==> run_1/m3.png <==
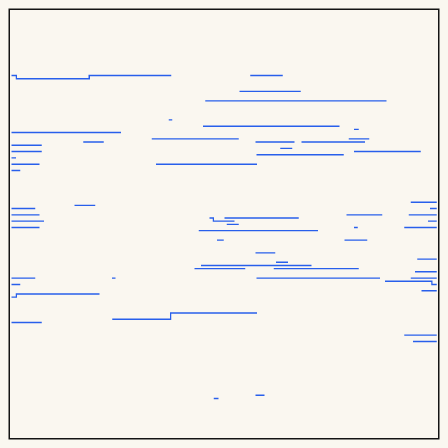
==> run_1/congestion_map.png <==
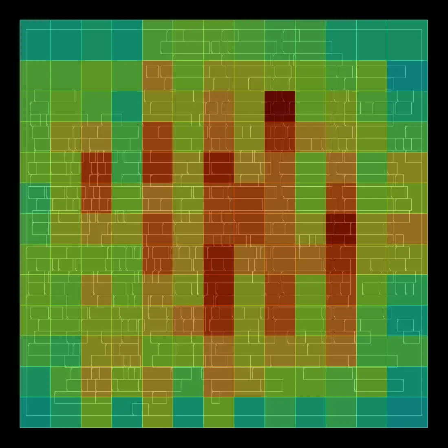
==> run_1/pinout.png <==
Pins as bars across the die edge, other pins in gray.
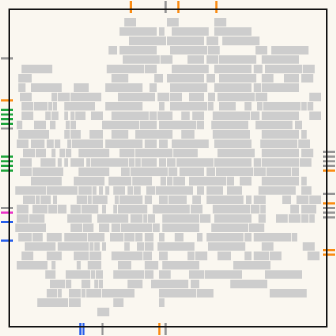
## src/rtl/fold_out_collector.sv

```systemverilog
// fold_out_collector: tracks the 2-way fold phase, discards warm-up samples and
// queues phase-0 filter outputs in a first-word fall-through FIFO for the sink.
module fold_out_collector #(
    parameter int DATA_W = 9,
    parameter int DEPTH  = 8,
    parameter int WARMUP = 4,
    parameter int CNT_W  = 8
) (
    input  logic                       clk,
    input  logic                       rst_n,
    input  logic signed [DATA_W-1:0]   fold_in,
    input  logic                       en,
    output logic signed [DATA_W-1:0]   m_data,
    output logic                       m_valid,
    input  logic                       m_ready,
    output logic [$clog2(DEPTH):0]     fifo_level,
    output logic [CNT_W-1:0]           drop_cnt,
    output logic                       warm_done
);
    localparam int AW = $clog2(DEPTH);
    localparam int LW = AW + 1;
    localparam int WW = $clog2(WARMUP + 2);

    logic              phase;
    logic [WW-1:0]     warm_cnt;
    logic [AW-1:0]     wr_ptr;
    logic [AW-1:0]     rd_ptr;
    logic [DATA_W-1:0] mem [DEPTH];
    logic              capture;
    logic              push;
    logic              pop;
    logic              full;
    logic              wr;

    assign capture = ~phase & en;
    assign push    = capture & warm_done;
    assign pop     = m_valid & m_ready;
    assign full    = fifo_level == LW'(DEPTH);
    // a full FIFO still accepts when the head leaves in the same cycle
    assign wr      = push & (~full | pop);
    assign m_valid = fifo_level != '0;
    assign m_data  = m_valid ? mem[rd_ptr] : '0;

    always_ff @(posedge clk or negedge rst_n) begin
        if (!rst_n) begin
            phase      <= 1'b0;
            warm_cnt   <= '0;
            warm_done  <= 1'(WARMUP == 0);
            wr_ptr     <= '0;
            rd_ptr     <= '0;
            fifo_level <= '0;
            drop_cnt   <= '0;
        end else begin
            phase <= ~phase;
            if (capture && !warm_done) begin
                warm_cnt  <= warm_cnt + 1'b1;
                warm_done <= warm_cnt == WW'(WARMUP - 1);
            end
            if (wr)
                wr_ptr <= wr_ptr + 1'b1;
            if (pop)
                rd_ptr <= rd_ptr + 1'b1;
            fifo_level <= fifo_level + LW'(wr) - LW'(pop);
            if (push && full && !pop && drop_cnt != '1)
                drop_cnt <= drop_cnt + 1'b1;
        end
    end

    always_ff @(posedge clk) begin
        if (wr)
            mem[wr_ptr] <= fold_in;
    end
endmodule
```

## config.mk

```make
export PLATFORM = sky130hd
export DESIGN_NAME = fold_out_collector
export DESIGN_NICKNAME = d
export VERILOG_FILES = /design/src/rtl/fold_out_collector.sv
export SDC_FILE = /design/constraint.sdc
export NUM_CORES = 1
export LEC_CHECK = 0
export CAP_MARGIN = 15
export CORE_UTILIZATION = 50
export DETAILED_ROUTE_END_ITERATION = 7
export GPL_TIMING_DRIVEN = 0
export PLACE_DENSITY = 0.8
export SETUP_SLACK_MARGIN = 0.4
export SLEW_MARGIN = 30
export SYNTH_ARGS = -nofsm -noshare
export SYNTH_HDL_FRONTEND = slang
export SYNTH_SLANG_ARGS = --single-unit
```

## constraint.sdc

```tcl
create_clock -name clk -period 3.5 [get_ports clk]
set_clock_uncertainty 0.1 [all_clocks]
set_input_delay 1.05 -clock clk [delete_from_list [all_inputs] [get_ports clk]]
set_output_delay 1.05 -clock clk [all_outputs]
set_load 0.01 [all_outputs]
```

==> notes.md, run 1 <==
Summary of implementation figures.

Synthesis
The average cell area after synthesis is ~15 sq um. The distinct cell type count of the synthesized netlist is ~40. The most used flip-flop cell after synthesis is sky130_fd_sc_hd__edfxtp_1.

Counting every net in the synthesized netlist gives around 300. The post-synthesis instance area is slightly above 0.004 sq mm. By area the synthesized netlist is led by sky130_fd_sc_hd__edfxtp_1 (53%), sky130_fd_sc_hd__dfrtp_1 (14%), sky130_fd_sc_hd__mux2i_1 (6.9%), sky130_fd_sc_hd__ha_1 (3.1%), sky130_fd_sc_hd__nor2b_1 (1.7%).

Ranked by instance count, the synthesized netlist is headed by sky130_fd_sc_hd__edfxtp_1 (72), sky130_fd_sc_hd__mux2i_1 (28), sky130_fd_sc_hd__dfrtp_1 (23). The register bit total from synthesis is 95. The yosys cell count is 272. The most common cell in the synthesized netlist is sky130_fd_sc_hd__edfxtp_1.

Global routing
The maximum number of pins on one net before global-route repair is 24. Global routing used 32.5% of the available met2 tracks. The global route stage reports its total congestion overflow as 0.

Floorplanning
The horizontal die size is roughly 90 um. The top-level I/O count is 36. The placeable core area is about 0.0078 sq mm. The area of the die is 0.00845 sq mm.

Outcome
The flow ran to the end, and the final reports show no timing, DRC or antenna violations.

Worst hold path
The destination of the worst hold path is phase. The hold path depth is 1. The worst hold-check path type is reg -> reg.

Layout
The register with the most flip-flops in the layout has 72 of them. Once layout is complete, the cells apart from fillers number 441. The register area is around 0.0027 sq mm. The number of antenna repair diodes is 0.

The register with the most flip-flops is mem. The fraction of final layout cells with drive strength greater than 1 is approximately a quarter. The final net count is 358.

The area growth from synthesis to layout is 23.6%. The cell area after layout is about 0.005 sq mm.

Placed design
The cell area after placement is about 0.0046 sq mm. The total of buffers placed on input and output ports is 35.

Clock tree
Counting along the longest clock path gives a buffer depth of 2. Buffers inserted during clock tree synthesis total 9. The quantity of hold-fixing buffers added after cts is 0. TritonCTS built the clock tree.

Flow run
The number of maximum-capacitance violations recorded for the run is 0.

STA
Setup repair after global routing could not meet its margin everywhere. For reference, the final report shows the max-slew violation count at 0. The total negative setup slack is 0 ns.

The slew check shows that the tightest pin keeps a relative margin of 45.6%. The time the worst path needs with I/O delays and setup is 3.08 ns.

Setup path
The critical path capture point type is a primary output. Walking the worst path, the cells encountered are buf_6, buf_12, buf_12, a211oi_2, a21oi_1, and3_1, dlygate4sd2_1. STA lists the startpoint of the worst register-to-register path as fifo_level[2]. The cell that appears most often on the critical path is sky130_fd_sc_hd__buf_12. For reference, the critical path is launched at rd_ptr[1]. The length in cells of the worst reg-to-reg path is 7. The end of the worst register-to-register path is mem[5][6]. The peak fanout along the critical path is 10. The critical path buffer and inverter count is 4.

Pwr
The flow reports that combinational logic draws 40.1% of the design power. Cell internal power was estimated by the tool at around 2500 uW. The power report shows net switching accounting for 34.1% of the total.

The post-route total power is 3730 uW. The power of the clock network is 757 uW. Per report_power, the clock group accounts for 20.3% of the total.

The sequential cell power is 1480 uW. The largest voltage drop on the vdd net is 0.372 mV.

Routing
The detailed router used layers up to and including met4. The total number of vias is about 2400. The detailed router reports a met3 wire length of 571 um.

Wires add up to 7840 um. The first detailed-routing pass took 4 iterations.
-- m3.png (at the start) --
nets with wire on the layer: 47
longest straight run: 38.6 um
wire length on this layer: 572 um
share of all routed wire: 7.3%
main direction: horizontal

-- congestion_map.png (at the start) --
met3 routing resource usage after global routing: 4.89%
Tot GR Track Use: 19.9%
final core occ: 64.4%
Avg WL per Cell: 17.8 um
layer with the highest usage after global routing: met2

-- pinout.png (at the start) --
[`drop_cnt`] green | pins: 8 | direction: output | edge: left
[`fifo_level`] blue | pins: 4 | direction: output | edge: 2 left, 2 bottom
[`fold_in`] orange | pins: 9 | direction: input | edge: 4 right, 3 top, 1 bottom, 1 left
[`en`] magenta | pins: 1 | direction: input | edge: left

==> run 1: cell type report <==
class	count	area share, %
Multi-Input combinational cell	154	26.5
Tap cell	102	2.55
Sequential cell	95	54.8
Clock inverter	7	1.75
Inverter	11	0.826
Clock buffer	9	2.48
Buffer	12	2.50
Timing Repair Buffer	51	8.58
==> run 1: timing repair <==
action,4_1_cts,5_1_grt
buffers inserted,7,1
resized,37,26
endpoints found under the setup margin,19,46
pin swaps,3,3
==> run 1: cells in the final DEF (no fill, tap or decap), types with 9 or more instances in the layout <==
cell type / count
sky130_fd_sc_hd__edfxtp_1: 72
sky130_fd_sc_hd__mux2i_1: 28
sky130_fd_sc_hd__clkdlybuf4s50_1: 24
sky130_fd_sc_hd__dfrtp_1: 22
sky130_fd_sc_hd__buf_4: 13
sky130_fd_sc_hd__nand2_1: 12
sky130_fd_sc_hd__inv_1: 11
sky130_fd_sc_hd__nor2b_1: 11
sky130_fd_sc_hd__a21oi_1: 10
sky130_fd_sc_hd__ha_1: 10
sky130_fd_sc_hd__and3_1: 9
sky130_fd_sc_hd__clkbuf_8: 9
==> run 1: how the worst max path moves through the flow <==
stage | end | slack [ns] | depth (start not counted)
final | m_data[6] | 0.42 | 7
after detailed placement | mem[7][7] | -0.13 | 5
after CTS | m_data[1] | 0.37 | 7
after global routing | m_data[6] | 0.36 | 6
after floorplan | mem[1][0] | 0.51 | 3
after global placement | mem[1][0] | -1.04 | 4
==> run 1: cells by family after synthesis <==
group | count (synthesis) | share of synthesized area [%]
xor gates and xnor gates | 10 | 2.17
and+or+nand+nor | 63 | 9.34
DFF | 95 | 67.7
adders and majority gates | 11 | 3.59
buffers and inverters | 23 | 2.57
AOI/OAI and AO/OA | 36 | 6.06
muxes | 34 | 8.60
==> run 1 -> run 2 <==
- ABC_AREA: default -> 1
- PLACE_DENSITY: 0.8 -> 0.79
- TNS_END_PERCENT: default -> 100
==> run_2/layers.png <==
Only two layers are drawn.
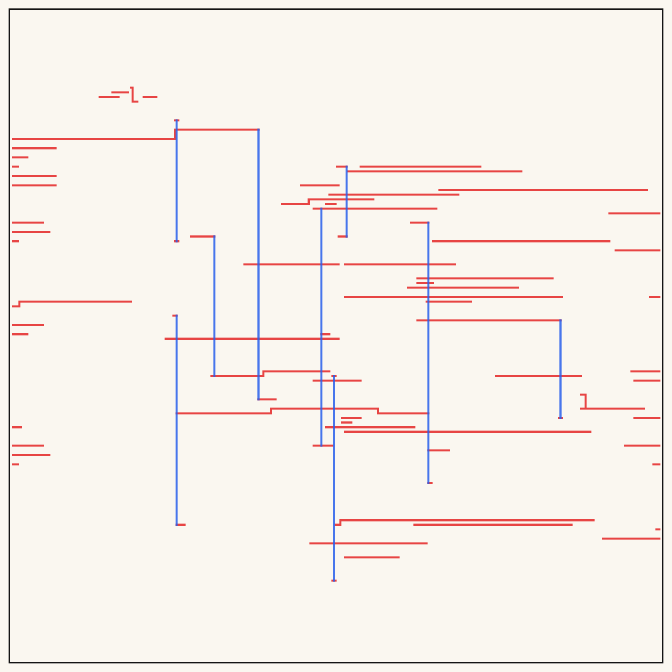
[M3] red | wire length: 712 um
[M4] blue | wire length: 235 um

==> run 2 against run 1 <==
- worst hold slack worse by 0.025 ns
- setup slack better by 0.064 ns
- wire length up 20%
- design area up 0.70%
- clock power down about 20%
- global-route usage up 3.1 points
- largest cell class unchanged
- highest routed layer unchanged
==> notes.md, run 2 <==
Summary of implementation figures.

Outcome
The flow ran to the end, and the final reports show no timing, DRC or antenna violations.

Layout
The final net count is between 500 and 600. The cell area after layout is 0.00504 sq mm. The number of antenna repair diodes is 0. The top cell type in the final layout, fill and taps aside, is sky130_fd_sc_hd__nand2_1.

The number of flip-flops under the largest register name is between 70 and 80. Once layout is complete, the utilization of the core stands at 60.4%. The top cell types in the final layout, fill and taps aside, are sky130_fd_sc_hd__nand2_1 (181), sky130_fd_sc_hd__edfxtp_1 (72), sky130_fd_sc_hd__inv_1 (39), sky130_fd_sc_hd__nand3_1 (28), sky130_fd_sc_hd__clkdlybuf4s50_1 (25). Compared with the post-synthesis result, the final layout area differs by 15.6%. Ranked by flip-flop count, first place goes to mem.

The layout summary lists the proportion of cells stronger than drive strength 1 as between 10% and 20%.

STA
The worst-case headroom to the max-slew limit is roughly 37%. Setup repair after global routing left no endpoint under its margin. From the final report, the count of setup violators was given as 0. Of the available clock period, the critical path in the final layout requires 86.1%. The time the worst path needs with I/O delays and setup is around 3.0 ns. The total negative setup slack is 0 ns. Setup slack closes at 0.485 ns. The final max-slew violation count recorded for this run is 0.

Synthesis
Counting flops and latches in the post-synthesis netlist gives 95. The distinct cell type count of the synthesized netlist is 26. The synthesized netlist was found by Yosys to have 436 cells.

The synthesis report lists the most area-consuming cells as sky130_fd_sc_hd__edfxtp_1 (50%), sky130_fd_sc_hd__nand2_1 (16%), sky130_fd_sc_hd__dfrtp_1 (13%), sky130_fd_sc_hd__inv_1 (3.4%), sky130_fd_sc_hd__nand3_1 (3.2%). Per the post-synthesis report, the nets total 460. After synthesis, the most frequently instantiated cells are sky130_fd_sc_hd__nand2_1 (181), sky130_fd_sc_hd__edfxtp_1 (72), sky130_fd_sc_hd__inv_1 (39). A synthesized cell averages 9.99 sq um. The commonest register cell is sky130_fd_sc_hd__edfxtp_1. The mapped netlist covers 0.00436 sq mm.

Setup path
STA classifies the critical path endpoint as a primary output. In this run the worst path has a maximum fanout of 10. The startpoint identified for the worst register-to-register timing path is fifo_level[2]. The length in cells of the worst reg-to-reg path is 7. The timing report notes that buffer and inverter cells on the critical path total 3.

The critical path is of the reg -> out type. Per STA, the worst path is made up of inv_1, ha_1, nand2_2, buf_4, clkdlybuf4s50_1. Looking at the reg2reg group, the worst path ends at mem[5][3].

Clock tree
The TritonCTS clock tree is done. Buffers added to address setup during post-CTS repair amount to 0. The buffer depth of the longest clock path is 2. The total clock buffers created by CTS is 9. The clock tree root buffer cell is sky130_fd_sc_hd__clkbuf_8.

Global routing
The met3 track demand over resource is 3.19%. The initial antenna violation count is 0. The routing usage on met2 is 40.1%. The overall track demand over capacity in global routing is 23.0%. Entering global routing, the biggest net connects 24 pins. The global-route congestion overflow total is 0.

Routing
The starting DRC count in detailed routing is about 250. The first TritonRoute pass finished after 5 iterations. In the final routed layout, each cell accounts on average for 15.8 um. The wire length reported by the detailed router is 9390 um. The total number of vias is just over 3000.

Pwr
The switching share of power is 38.0%. Per the power-grid run, VDD falls by no more than 0.452 mV. Per report_power, the combinational group accounts for 42.2% of the total. Power attributed to sequential cells is 1450 uW.

The post-route total power is 3560 uW. The highest-power group is combinational logic. The share of total power dissipated in the clock network is 17.0%. The internal power of the cells is about 2200 uW.

The clock network power reported by the tool is 606 uW.

Floorplanning
The share of the core area taken by cells at floorplan is 52.2%. The overall die height is about 95 um. The horizontal die size is roughly 95 um. The top-level I/O count is 36.

Placed design
As logged by OpenROAD, the buffers inserted on ports number 35. The cell area after placement is 0.00488 sq mm. For this run the detailed placement stage logged an HPWL of 6200 um.

Worst hold path
The destination of the worst hold path is phase. The worst hold-check path type is reg -> reg. Counting instances, the worst hold path has a depth of 1.

Flow run
The tool flagged a number of max-cap violations equal to 0.
==> run_2/pinout.png <==
Pins as bars across the die edge, other pins in gray.
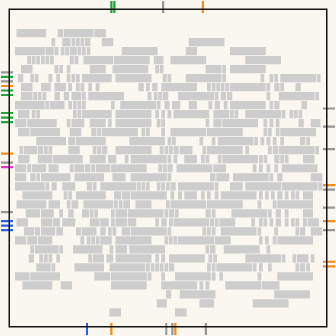
[`fold_in`] orange | pins: 9 | direction: input | edge: 4 right, 2 left, 2 bottom, 1 top
[`fifo_level`] blue | pins: 4 | direction: output | edge: 3 left, 1 bottom
[`drop_cnt`] green | pins: 8 | direction: output | edge: 6 left, 2 top
[`en`] magenta | pins: 1 | direction: input | edge: left
all pins by edge: 16 left, 10 right, 6 bottom, 4 top

-- run 2: cell count changes after synthesis, sizes merged, moves of 4 or more --
cell	before	now
nand2	12	187
inv	11	41
mux2i	28	0
nand3	5	31
nor2	5	29
nor2b	11	0
a211oi	9	0
a22oi	9	0
and3	9	0
mux2	6	1
nor3b	4	0
-- run 2: metal layers --
layer | vias to the layer above | part of all wire [%]
met5 | - | 0
li1 | 1500 | -
met4 | 0 | 2.5
met3 | 22 | 7.6
met2 | 117 | 50
met1 | 1475 | 40
-- run 2: final cells by class --
| cell class | instances | area (sq um) |
|---|---|---|
| buffer | 12 | 116 |
| clock buffer | 11 | 131 |
| clock inverter | 5 | 25.0 |
| fill | 700 | 3300 |
| inverter | 43 | 170 |
| multi-input combinational | 286 | 1380 |
| sequential | 95 | 2740 |
| tap | 105 | 131 |
| timing repair buffer | 38 | 349 |
-- run 2: worst max-delay path by stage --
stage,startpoint,depth (start not counted),to
2_1_floorplan,en,4,mem[1][0]
3_3_place_gp,en,5,mem[1][7]
3_5_place_dp,en,5,mem[2][7]
4_1_cts,rd_ptr[0],10,m_data[8]
5_1_grt,rd_ptr[0],10,m_data[0]
6_report,fifo_level[2],5,m_valid
-- run 2: logic make-up after synthesis --
logic type                 after synthesis  synth area share [%]
buffers and inverters                   55                  6.23
adders and majority gates               11                  3.33
AOI/OAI and AO/OA                       13                  1.49
muxes                                    1                 0.258
and+or+nand+nor                        254                  24.4
DFF                                     95                  62.8
xor gates and xnor gates                 7                  1.41
-- run 2: timing repair --
| item | 4_1_cts | 5_1_grt |
|---|---|---|
| endpoints found under the setup margin | 10 | 5 |
| resized | 13 | 8 |
| hold buffers | 0 | 0 |
Power is estimated from default activity; no workload was simulated.
